==> config.mk <==
export PLATFORM = sky130hd
export DESIGN_NAME = nzcv_flag_stack_flat
export DESIGN_NICKNAME = d
export VERILOG_FILES = /design/src/rtl/nzcv_flag_stack_if.sv /design/src/rtl/nzcv_flag_stack.sv /design/src/flat_wrapper.sv
export SDC_FILE = /design/constraint.sdc
export NUM_CORES = 1
export LEC_CHECK = 0
export CAP_MARGIN = 20
export CORE_AREA = 2 2 67 69
export CTS_CLUSTER_SIZE = 30
export DETAILED_ROUTE_END_ITERATION = 10
export DIE_AREA = 0 0 69 71
export GPL_TIMING_DRIVEN = 0
export SYNTH_ARGS = -nofsm -noshare
export SYNTH_HDL_FRONTEND = slang
export SYNTH_SLANG_ARGS = --single-unit
==> constraint.sdc <==
create_clock -name clk -period 1.7 [get_ports clk]
set_input_delay 0.17 -clock clk [delete_from_list [all_inputs] [get_ports clk]]
set_output_delay 0.17 -clock clk [all_outputs]
set_load 0.03 [all_outputs]
==> src/rtl/nzcv_flag_stack_if.sv <==
// Flag/stack bus between execute-stage control and the NZCV flag stack.
// The master drives updates, stack operations and cond; the slave returns flag state and status.
interface nzcv_flag_stack_if #(
  parameter int FLAG_W = 4,
  parameter int LVL_W  = 3
);
  logic [FLAG_W-1:0] flags_in;
  logic [FLAG_W-1:0] flag_we;
  logic              update_sreg;
  logic              push;
  logic              pop;
  logic              clr_err;
  logic [3:0]        cond;
  logic [FLAG_W-1:0] flags_out;
  logic              cond_true;
  logic              stack_full;
  logic              stack_empty;
  logic [LVL_W-1:0]  stack_level;
  logic              stack_err;

  modport master (
    output flags_in, flag_we, update_sreg, push, pop, clr_err, cond,
    input  flags_out, cond_true, stack_full, stack_empty, stack_level, stack_err
  );

  modport slave (
    input  flags_in, flag_we, update_sreg, push, pop, clr_err, cond,
    output flags_out, cond_true, stack_full, stack_empty, stack_level, stack_err
  );
endinterface

==> src/rtl/nzcv_flag_stack.sv <==
// NZCV flag register with per-bit write mask, save/restore stack and B.cond evaluation.
// Define FLAGS_BYPASS_EN to evaluate cond_true on the next-state NZCV (zero-cycle forwarding).
module nzcv_flag_stack #(
  parameter int FLAG_W      = 4,
  parameter int STACK_DEPTH = 4,
  parameter int LVL_W       = $clog2(STACK_DEPTH + 1)
) (
  input  logic             clk,
  input  logic             reset,
  nzcv_flag_stack_if.slave bus
);
  logic [FLAG_W-1:0] flags_q, flags_d;
  logic [FLAG_W-1:0] stack_q [STACK_DEPTH];
  logic [LVL_W-1:0]  level_q, level_d;
  logic              err_q, err_d;
  logic              full, empty, push_ok, pop_ok, err_new;
  logic [3:0]        nzcv;

  assign full  = (level_q == LVL_W'(STACK_DEPTH));
  assign empty = (level_q == '0);

  always_comb begin
    push_ok = bus.push && !bus.pop && !full;
    pop_ok  = bus.pop && !bus.push && !empty;
    err_new = (bus.push && bus.pop) || (bus.push && !bus.pop && full) ||
              (bus.pop && !bus.push && empty);
    flags_d = flags_q;
    if (bus.update_sreg) flags_d = (flags_q & ~bus.flag_we) | (bus.flags_in & bus.flag_we);
    // A valid pop overrides any same-cycle flag update.
    if (pop_ok) flags_d = stack_q[0];
    level_d = level_q;
    if (push_ok) level_d = level_q + LVL_W'(1);
    if (pop_ok)  level_d = level_q - LVL_W'(1);
    err_d = err_q;
    if (bus.clr_err) err_d = 1'b0;
    if (err_new)     err_d = 1'b1;
  end

  always_ff @(posedge clk) begin
    if (reset) begin
      flags_q <= '0;
      level_q <= '0;
      err_q   <= 1'b0;
    end else begin
      flags_q <= flags_d;
      level_q <= level_d;
      err_q   <= err_d;
    end
  end

  // Shift-register stack: entry 0 is always the top, so no level-based indexing is needed.
  always_ff @(posedge clk) begin
    if (push_ok) begin
      stack_q[0] <= flags_q;
      for (int i = 1; i < STACK_DEPTH; i++) stack_q[i] <= stack_q[i-1];
    end else if (pop_ok) begin
      for (int i = 0; i < STACK_DEPTH - 1; i++) stack_q[i] <= stack_q[i+1];
    end
  end

`ifdef FLAGS_BYPASS_EN
  assign nzcv = flags_d[3:0];
`else
  assign nzcv = flags_q[3:0];
`endif

  always_comb begin
    bus.cond_true = 1'b1;
    case (bus.cond)
      4'b0000: bus.cond_true = nzcv[2];
      4'b0001: bus.cond_true = !nzcv[2];
      4'b0010: bus.cond_true = nzcv[1];
      4'b0011: bus.cond_true = !nzcv[1];
      4'b0100: bus.cond_true = nzcv[3];
      4'b0101: bus.cond_true = !nzcv[3];
      4'b0110: bus.cond_true = nzcv[0];
      4'b0111: bus.cond_true = !nzcv[0];
      4'b1000: bus.cond_true = nzcv[1] && !nzcv[2];
      4'b1001: bus.cond_true = !(nzcv[1] && !nzcv[2]);
      4'b1010: bus.cond_true = (nzcv[3] == nzcv[0]);
      4'b1011: bus.cond_true = (nzcv[3] != nzcv[0]);
      4'b1100: bus.cond_true = !nzcv[2] && (nzcv[3] == nzcv[0]);
      4'b1101: bus.cond_true = !(!nzcv[2] && (nzcv[3] == nzcv[0]));
      default: bus.cond_true = 1'b1;
    endcase
  end

  assign bus.flags_out   = flags_q;
  assign bus.stack_full  = full;
  assign bus.stack_empty = empty;
  assign bus.stack_level = level_q;
  assign bus.stack_err   = err_q;
endmodule

==> src/flat_wrapper.sv <==
// flat-port wrapper written by rule: the top's interface ports become plain ports
module nzcv_flag_stack_flat 
#(
  parameter int FLAG_W      = 4,
  parameter int STACK_DEPTH = 4,
  parameter int LVL_W       = $clog2(STACK_DEPTH + 1)
)
  (clk, reset, bus_flags_in, bus_flag_we, bus_update_sreg, bus_push, bus_pop, bus_clr_err, bus_cond, bus_flags_out, bus_cond_true, bus_stack_full, bus_stack_empty, bus_stack_level, bus_stack_err);
  nzcv_flag_stack_if #(.FLAG_W(FLAG_W), .LVL_W(LVL_W)) bus_i ();
  input  logic clk;
  input  logic reset;
  input wire logic [$bits(bus_i.flags_in)-1:0] bus_flags_in;
  input wire logic [$bits(bus_i.flag_we)-1:0] bus_flag_we;
  input wire logic [$bits(bus_i.update_sreg)-1:0] bus_update_sreg;
  input wire logic [$bits(bus_i.push)-1:0] bus_push;
  input wire logic [$bits(bus_i.pop)-1:0] bus_pop;
  input wire logic [$bits(bus_i.clr_err)-1:0] bus_clr_err;
  input wire logic [$bits(bus_i.cond)-1:0] bus_cond;
  output wire logic [$bits(bus_i.flags_out)-1:0] bus_flags_out;
  output wire logic [$bits(bus_i.cond_true)-1:0] bus_cond_true;
  output wire logic [$bits(bus_i.stack_full)-1:0] bus_stack_full;
  output wire logic [$bits(bus_i.stack_empty)-1:0] bus_stack_empty;
  output wire logic [$bits(bus_i.stack_level)-1:0] bus_stack_level;
  output wire logic [$bits(bus_i.stack_err)-1:0] bus_stack_err;
  assign bus_i.flags_in = bus_flags_in;
  assign bus_i.flag_we = bus_flag_we;
  assign bus_i.update_sreg = bus_update_sreg;
  assign bus_i.push = bus_push;
  assign bus_i.pop = bus_pop;
  assign bus_i.clr_err = bus_clr_err;
  assign bus_i.cond = bus_cond;
  assign bus_flags_out = bus_i.flags_out;
  assign bus_cond_true = bus_i.cond_true;
  assign bus_stack_full = bus_i.stack_full;
  assign bus_stack_empty = bus_i.stack_empty;
  assign bus_stack_level = bus_i.stack_level;
  assign bus_stack_err = bus_i.stack_err;
  nzcv_flag_stack #(.FLAG_W(FLAG_W), .STACK_DEPTH(STACK_DEPTH), .LVL_W(LVL_W)) u_core (.clk(clk), .reset(reset), .bus(bus_i));
endmodule
**Run 1: zoomed window**

Window x 14 to 54, y 30 to 70 µm. Cells in gray, sequential cells in the stronger gray; small squares are vias.
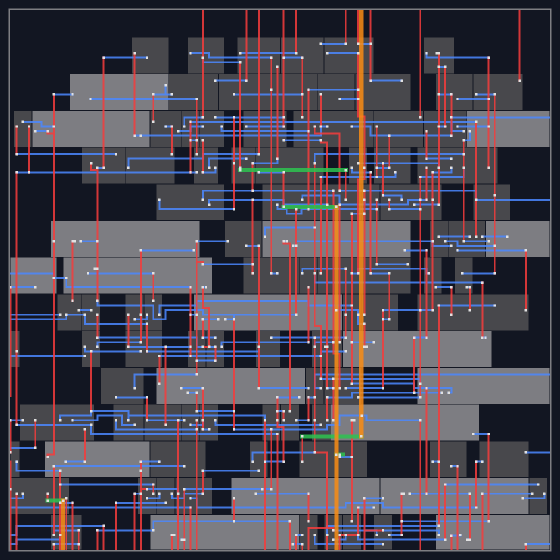
- metal 3: green
- metal 2: red
- metal 1: blue
- metal 4: orange
- most frequent: nand2_1 (22), buf_4 (12), edfxtp_1 (12)
- cells with their middle in the window: 98
- sequential cells in the window: 17
- netlist names of flops here include: u_core.stack_q (12), u_core.bus.stack_level (3)

**Run 1: congestion heat map**

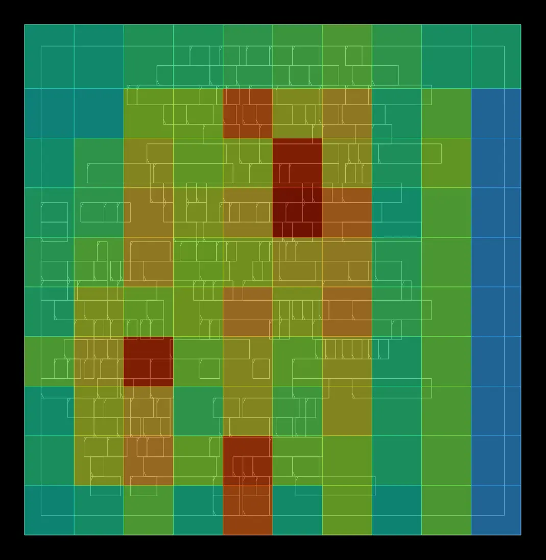
Global Route met2 Usage: 0.212
M3 GR Usage: 0.0185
WL/cell: 13.7 µm

==> reports/qor.txt, run 1 <==
Worst-path cell chain: buf_6 > nand2b_1 > o22ai_2 > a311oi_2 > nand4_1 > buf_6
Hold Buf Count CTS: 0
# Cells Yosys: 148
Synth async-reset ratio: 0
CTS tree: built
Dpl cells: 223
Crit start category: flip-flop
Cts bufs inserted: 3
Cell taking the most area after synthesis: edfxtp_1
Endpoints failing setup: 1
Die Y: 71 µm
Final worst setup slack: -62.1 ps
Flop pwr share: 0.410
Diodes inserted: 0
Chip area: 0.00490 mm²
Top cells by count, synth: nand2_1 (43), edfxtp_1 (16), dfxtp_1 (8), nor2_1 (8)
Clock network fraction of design power: 0.266
Status: finished, violations left
Final-layout fill cell count: 407
Crit path max fanout: 5
Die Wd: 69 µm
FF/Latch Area: 658 µm²
Failing checks: negative setup slack
Synthesized instance count: 148
Detailed Routing Iterations Pass 1: 4
FP Core Util: 0.323
Crit-path slowest cell: dfxtp_2
Sequential-to-total area share from yosys stat: 0.471
Slew margin rel.: 0.634
Leak: 0.740 nW
Logic pwr share: 0.323
Clk latency late pin: 280 ps
CTS sink cnt: 24
Largest net degree at the start of global routing: 16
Commonest flop: edfxtp_1
IO Pins: 29
Initial antenna violation count: 0
Internal Power: 1.33 mW
Sum Neg Setup Slack: -62.1 ps
Unrepaired setup endpoints after global routing: true
Worst path arrival time: 1590 ps
Tightest Pin Transition: 549 ps
Biggest area cells: edfxtp_1 (35%), nand2_1 (12%), dfxtp_1 (12%)
Starting DRT DRC Count: 30
Post-synth EDFFs: 16
Clock Tree Buf Depth: 2
Buf+Inv Stages, Crit Path: 2
Comb area: 716 µm²
Post-layout nets: 209
**Run 1: met2 routing**

Drawn at 4 px/µm.
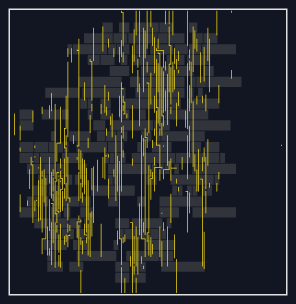
- share of all routed wire: 49%
- wire length on this layer: 1620 µm
- main direction: vertical

## run 1: worst reg2reg max path: cells and delay by family, from the launching register on
family,cells,cell delay (ps)
and+or+nand+nor,4,440
AOI/OAI and AO/OA,2,150
DFF,1,380
adders and majority gates,1,380
buffers and inverters,2,220
## run 1: layout make-up
type,count,area share
multi-input combinational,108,0.367
sequential,24,0.338
timing repair buffer,39,0.186
tap,52,0.0334
buffer,8,0.0250
clock buffer,3,0.0212
clock inverter,1,0.0154
inverter,6,0.0141
## run 1: path summary, 6_finish.rpt
path / endpoint / cells after the start / start / slack, ps
max: bus_cond_true / 6 / flip-flop / -60
min reg2reg: u_core.stack_q[0][12]$_DFFE_PP_ / 0 / u_core.stack_q[0][8]$_DFFE_PP_ / 460
min: u_core.bus.stack_level[0]$_SDFFE_PP0P_ / 2 / reset / 320
max reg2reg: u_core.bus.stack_level[2]$_SDFFE_PP0P_ / 9 / u_core.bus.stack_level[1]$_SDFFE_PP0P_ / 0
## run 1: metal layers
| layer | part of all wire | vias up | GRT usage |
|---|---|---|---|
| met3 | 0.032 | 7 | 0.0185 |
| met5 | 0 | - | 0 |
| met2 | 0.49 | 31 | 0.212 |
| met1 | 0.45 | 576 | 0.171 |
| met4 | 0.026 | 0 | 0.0675 |
| li1 | - | 597 | - |
## run 1: what timing repair did
item | CTS | global route
gates cloned | 0 | 1
buffers inserted | 9 | 6
endpoints found under the setup margin | 5 | 2
gates resized | 28 | 11
pin swaps | 6 | 8
## run 1: power groups by stage
| stage | sequential (mW) | clock, mW | combinational [mW] |
|---|---|---|---|
| after floorplan | 0.821 | 0 | 0.278 |
| after global placement | 0.787 | 0 | 0.467 |
| after detailed placement | 0.792 | 0 | 0.478 |
| after CTS | 0.771 | 0.517 | 0.572 |
| after global routing | 0.790 | 0.538 | 0.659 |
| final | 0.779 | 0.506 | 0.614 |
## run 1: kinds of logic (layout without fill, tap and decap cells)
kind of cell / count (synthesis) / in the layout / synth area share
AND-OR/OR-AND: 26 / 26 / 0.150
XOR/XNOR: 3 / 3 / 0.0193
adder cells (fa/ha/maj): 1 / 1 / 0.0147
buffers and inverters: 16 / 57 / 0.0580
flip-flops: 24 / 24 / 0.471
multiplexers: 1 / 1 / 0.00737
AND/OR/NAND/NOR: 77 / 77 / 0.279
## run 1: placed cells by master (no fill, tap or decap), types with 3 or more instances in the layout
master,count
nand2_1,43
clkdlybuf4s50_1,17
edfxtp_1,16
buf_4,14
nor2_1,8
nand2b_1,5
inv_1,5
a21oi_1,5
buf_2,4
a311oi_2,4
dfxtp_4,4
o21ai_0,3
buf_6,3
nand3b_1,3
nand3_1,3
nor2_2,3
clkbuf_8,3
dlygate4sd2_1,3
**Run 1: gate-type map**

Drawn at 6 px/µm.
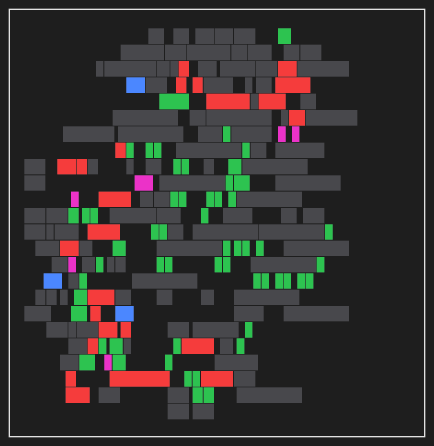

==> run 1 -> run 2 <==
- CORE_AREA: 2 2 67 69 -> 2 2 61 75
- DIE_AREA: 0 0 69 71 -> 0 0 63 77
- SKIP_LAST_GASP: unset -> 1
**Run 2: gate-type map**

Drawn at 6 px/µm.
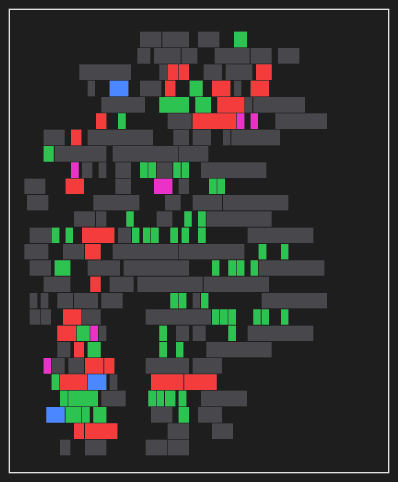
- NAND gates: green (cells 56; most used nand2_1)
- inverting AOI/OAI gates: red (cells 24; most used a21oi_1)
- XOR/XNOR gates: blue (cells 3; most used xnor2_1)
- inverters: magenta (cells 6; most used inv_1)

==> reports/qor.txt, run 2 <==
Top Layout Cells: nand2_1 (43), clkdlybuf4s50_1 (17), edfxtp_1 (16)
Initial antenna violation count: 0 (unchanged)
Final WL: 3170 µm
CTS sink cnt: 24 (unchanged)
Synth flops: 24
Cell taking the most area after synthesis: edfxtp_1
Leak: 0.717 nW (-3.1%)
Crit start category: flip-flop
IO Pins: 29 (unchanged)
Detailed Routing Iterations Pass 1: 4 (unchanged)
Hold Crit Class: input port to flip-flop
Die Y: 77 µm (+8.5%)
Global route overflow: 0
Tightest Pin Transition: 536 ps (-12.5 ps)
Chip area: 0.00485 mm² (-0.98%)
Hold Buf Count CTS: 0 (unchanged)
Largest net degree at the start of global routing: 16 (unchanged)
Top-area cell share: 0.354
Syn_nets: 167
Cts bufs inserted: 3 (unchanged)
Endpoints failing setup: 0 (-1)
Clk latency late pin: 270 ps (about the same)
Reg2reg start: u_core.bus.stack_level[0]$_SDFFE_PP0P_
WL/cell: 13.3 µm (-3.4%)
Sum Neg Setup Slack: 0 ps (+62.1 ps)
Dominant logic cell type in the layout: nand2_1
Sequential-to-total area share from yosys stat: 0.471 (unchanged)
Status: completed
Area growth, synth to finish: 37.1%
Critical path type: flip-flop to primary output
Post-synth EDFFs: 16 (unchanged)
Share of cells above drive strength 1: 0.251
Crit path max fanout: 5 (unchanged)
HPWL after detailed placement: 2170 µm
HP Start: bus_pop
Diodes inserted: 0 (unchanged)
Clock Tree Buf Depth: 2 (unchanged)
Die Wd: 63 µm (-8.7%)
Slew margin rel.: 0.643 (+0.00833)
Crit-path slowest cell: dfxtp_2
Worst path arrival time: 1530 ps (-60 ps)
Log Warnings: 29
Starting DRT DRC Count: 29 (-3.3%)
GR Util All Layers: 0.129
# Cells Yosys: 148 (unchanged)
Synth async-reset ratio: 0 (unchanged)
Post-route ant nets: 0
Syn_area_per_cell: 9.18 µm²
Biggest area cells: edfxtp_1 (35%), nand2_1 (12%), dfxtp_1 (12%)
Final-layout fill cell count: 418 (+2.7%)
Nature of the critical path endpoint: primary output
Top cells by count, synth: nand2_1 (43), edfxtp_1 (16), dfxtp_1 (8), nor2_1 (8)
CP required: 1530 ps
Post-layout nets: 203 (-2.9%)
Unrepaired setup endpoints after global routing: true
FP Core Util: 0.329 (+0.00568)
Max Fclk: 589 MHz
Maximum vdd drop: 0.422 mV
Synthesized instance count: 148 (unchanged)
Worst-path cell chain: buf_6 > nand2b_4 > o22ai_2 > a311oi_1 > nand4_1 > buf_6
Most frequent cell on the critical path: buf_6
Commonest flop: edfxtp_1
CTS tree: built
==> run 2: what timing repair did <==
action                     CTS  global route
pin swaps                    4             6
setup endpoints to repair    5             3
cloned                       0             1
setup buffers                3             5
resized                     13            31
==> run 2: metrics by stage <==
step | setup WS (ps) | instance area, µm² | std cells | hold slack [ps] | utilization
final | 0.926 | 1860 | 239 | 285 | 0.451
after global routing | -54.7 | 1860 | 239 | 335 | 0.451
after CTS | -153 | 1750 | 234 | 315 | 0.425
after detailed placement | -713 | 1670 | 227 | 441 | 0.404
after global placement | -627 | 1670 | 227 | 438 | 0.404
after floorplan | -160 | 1370 | 148 | 328 | -
==> run 2: final cells by class <==
| cell class | count | area (µm²) | area share |
|---|---|---|---|
| tap | 56 | 70.1 | 0.0376 |
| clock buffer | 4 | 45.0 | 0.0242 |
| timing repair buffer | 32 | 302 | 0.162 |
| multi-input combinational | 108 | 701 | 0.376 |
| buffer | 9 | 60.1 | 0.0322 |
| sequential | 24 | 658 | 0.353 |
| inverter | 6 | 27.5 | 0.0148 |
==> run 2: worst paths after layout <==
kind	end	slack (ps)	depth (start not counted)
max	bus_cond_true	0.9	6
min	u_core.bus.stack_err$_SDFFE_PP0P_	280	3
max reg2reg	u_core.bus.stack_level[2]$_SDFFE_PP0P_	120	6
min reg2reg	u_core.stack_q[0][14]$_DFFE_PP_	470	0
==> run 2: critical path: cells and delay by family, from the launching register on <==
kind            cells  cell delay, ps
compound gates      2             340
buf+inv             2             290
flops               1             360
simple gates        2             270
==> run 2: metal layers <==
metal / vias up / wire, µm / global-route usage
met5: - / 0 / 0
met4: 0 / 99 / 0.0600
met3: 9 / 103 / 0.0161
met2: 27 / 1570 / 0.227
met1: 575 / 1390 / 0.153
li1: 589 / - / -
==> run 2: kinds of logic (layout without fill, tap and decap cells) <==
logic type	after synthesis	in the layout	share of synthesized area
compound gates	26	26	0.150
xor+xnor	3	3	0.0193
fa+ha+maj	1	1	0.0147
buf+inv	16	51	0.0580
flops	24	24	0.471
mux	1	1	0.00737
simple gates	77	77	0.279
==> run 2: power by group <==
part           switching (mW)  total (mW)  leakage, nW  internal (mW)
sequential             0.0632       0.783        0.223          0.720
combinational           0.302       0.547        0.471          0.245
clock                   0.175       0.343       0.0228          0.168
**Run 2: sequential cells grouped by signal name**

Drawn at 6 px/µm. Other sequential cells in the stronger gray, the rest of the logic in the fainter gray.
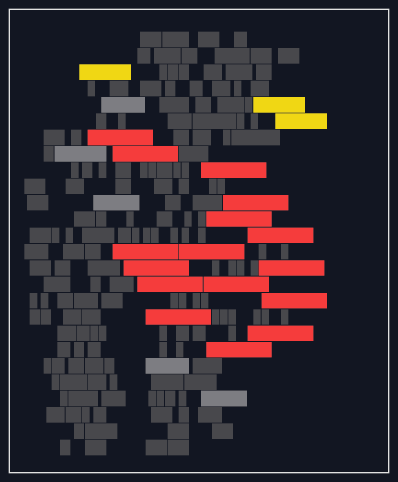

==> run 2 -> run 3 <==
- REMOVE_ABC_BUFFERS: unset -> 1
**Run 3: sequential cells grouped by signal name**

Drawn at 6 px/µm. Other sequential cells in the stronger gray, the rest of the logic in the fainter gray.
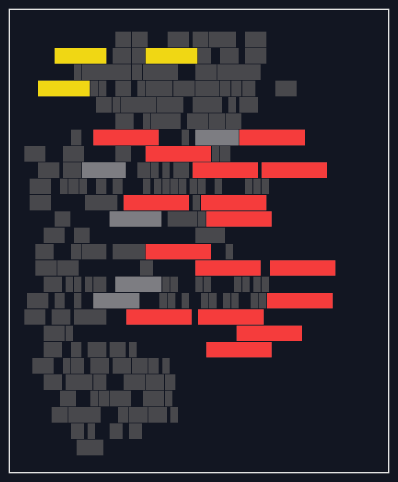
- u_core.stack_q: red (flops 16)
- u_core.bus.stack_level: yellow (flops 3)

==> reports/qor.txt, run 3 <==
Status: finished, violations left
Failing checks: negative setup slack
Largest net degree at the start of global routing: 20 (+4)
Tightest Pin Transition: 532 ps (-4.68 ps)
Crit path max fanout: 6 (+1)
Final-layout fill cell count: 409 (-2.2%)
Xor/xnor share: 0.0193 (unchanged)
Die Y: 77 µm (unchanged)
Log Warnings: 27 (-6.9%)
Maximum vdd drop: 0.318 mV (-25%)
Diodes inserted: 0 (unchanged)
IO Pins: 29 (unchanged)
Sum Neg Setup Slack: -72.7 ps (-72.7 ps)
FF/Latch Area: 658 µm² (unchanged)
# Cells Yosys: 148 (unchanged)
Synth async-reset ratio: 0 (unchanged)
Cts bufs inserted: 3 (unchanged)
Synthesized instance count: 148 (unchanged)
Hold Slack: 309 ps (+24.6 ps)
GR Util All Layers: 0.133 (+0.00407)
Sequential-to-total area share from yosys stat: 0.471 (unchanged)
Synth flops: 24 (unchanged)
Mux share: 0.00737 (unchanged)
Cell taking the most area after synthesis: edfxtp_1
Critical path type: flip-flop to primary output
Reg2reg start: u_core.bus.stack_level[0]$_SDFFE_PP0P_
Area growth, synth to finish: 34.7%
Crit start category: flip-flop
Top Layout Cells: nand2_1 (43), clkdlybuf4s50_1 (18), edfxtp_1 (16)
CTS tree: built
Dominant logic cell type in the layout: nand2_1
Starting DRT DRC Count: 55 (+90%)
Commonest flop: edfxtp_1
Adder Share, Synth: 0.0147 (unchanged)
Top cells by count, synth: nand2_1 (43), edfxtp_1 (16), dfxtp_1 (8), nor2_1 (8)
HPWL after detailed placement: 2240 µm (+2.9%)
Post-route ant nets: 0 (unchanged)
CP required: 1530 ps (about the same)
Chip area: 0.00485 mm² (unchanged)
R2R Setup Slk: 100 ps (-20 ps)
Worst path arrival time: 1600 ps (+70 ps)
WL/cell: 13.6 µm (+2.9%)
Final worst setup slack: -72.7 ps (-73.6 ps)
Comb area: 691 µm² (-1.4%)
Leak: 0.678 nW (-5.4%)
Dpl cells: 222 (-2.2%)
Syn_area_per_cell: 9.18 µm² (unchanged)
Post-synth EDFFs: 16 (unchanged)
Worst-path cell chain: clkinvlp_4 > a21o_1 > a311oi_2 > nand4_1 > buf_6
Share of cells above drive strength 1: 0.208 (-0.0435)
Max Fclk: 564 MHz (-4.2%)
Ao+oa area frac: 0.150 (unchanged)
Unrepaired setup endpoints after global routing: true
Endpoints failing setup: 1 (+1)
Dpl ws: -761 ps (-48.3 ps)
Main logic family after synthesis: simple AND/OR/NAND/NOR gates
-- run 3: layout make-up --
type,count,share of cell area
repair buffers,36,0.183
flip-flops and latches,24,0.360
clock buffers,3,0.0226
clock inverters,1,0.00205
well taps,56,0.0383
inverters,6,0.0171
multi-input cells,108,0.377
-- run 3: what timing repair did --
item	CTS	global route
pin swaps	2	7
setup buffers	3	6
resized	19	21
endpoints found under the setup margin	8	5
hold buffers	0	0
-- run 3: routing by layer --
metal	track usage	share of wire	up-vias
met5	0	0	-
met4	0.0489	0.016	0
met3	0.0279	0.044	6
met2	0.221	0.52	33
met1	0.168	0.42	569
li1	-	-	577
-- run 3: power breakdown --
group / total (mW) / switching [mW] / internal (mW)
clock: 0.331 / 0.170 / 0.161
combinational: 0.522 / 0.292 / 0.231
sequential: 0.793 / 0.0727 / 0.720
-- run 3: kinds of logic after synthesis --
kind of cell	Yosys count
flops	24
fa+ha+maj	1
xor+xnor	3
simple gates	77
buf+inv	16
compound gates	26
mux	1
-- run 3: final timing paths --
kind                                             to  depth (start not counted)
min               u_core.bus.stack_err$_SDFFE_PP0P_                          3
max reg2reg  u_core.bus.stack_level[2]$_SDFFE_PP0P_                          7
max                                   bus_cond_true                          5
min reg2reg         u_core.stack_q[0][15]$_DFFE_PP_                          0
-- run 3: critical path, delay by kind of cell (launching register included) --
| family | cells | cell delay [ps] |
|---|---|---|
| AND-OR/OR-AND | 2 | 430 |
| buffers and inverters | 2 | 320 |
| flip-flops | 1 | 410 |
| AND/OR/NAND/NOR | 1 | 180 |
-- run 3: stage by stage --
| stage | utilization | instance area, µm² |
|---|---|---|
| after global routing | 0.443 | 1830 |
| final | 0.443 | 1830 |
| after global placement | 0.401 | 1660 |
| after floorplan | - | 1310 |
| after CTS | 0.421 | 1740 |
| after detailed placement | 0.401 | 1660 |
Power figures rest on the tool's default switching activity, not on a simulated workload.
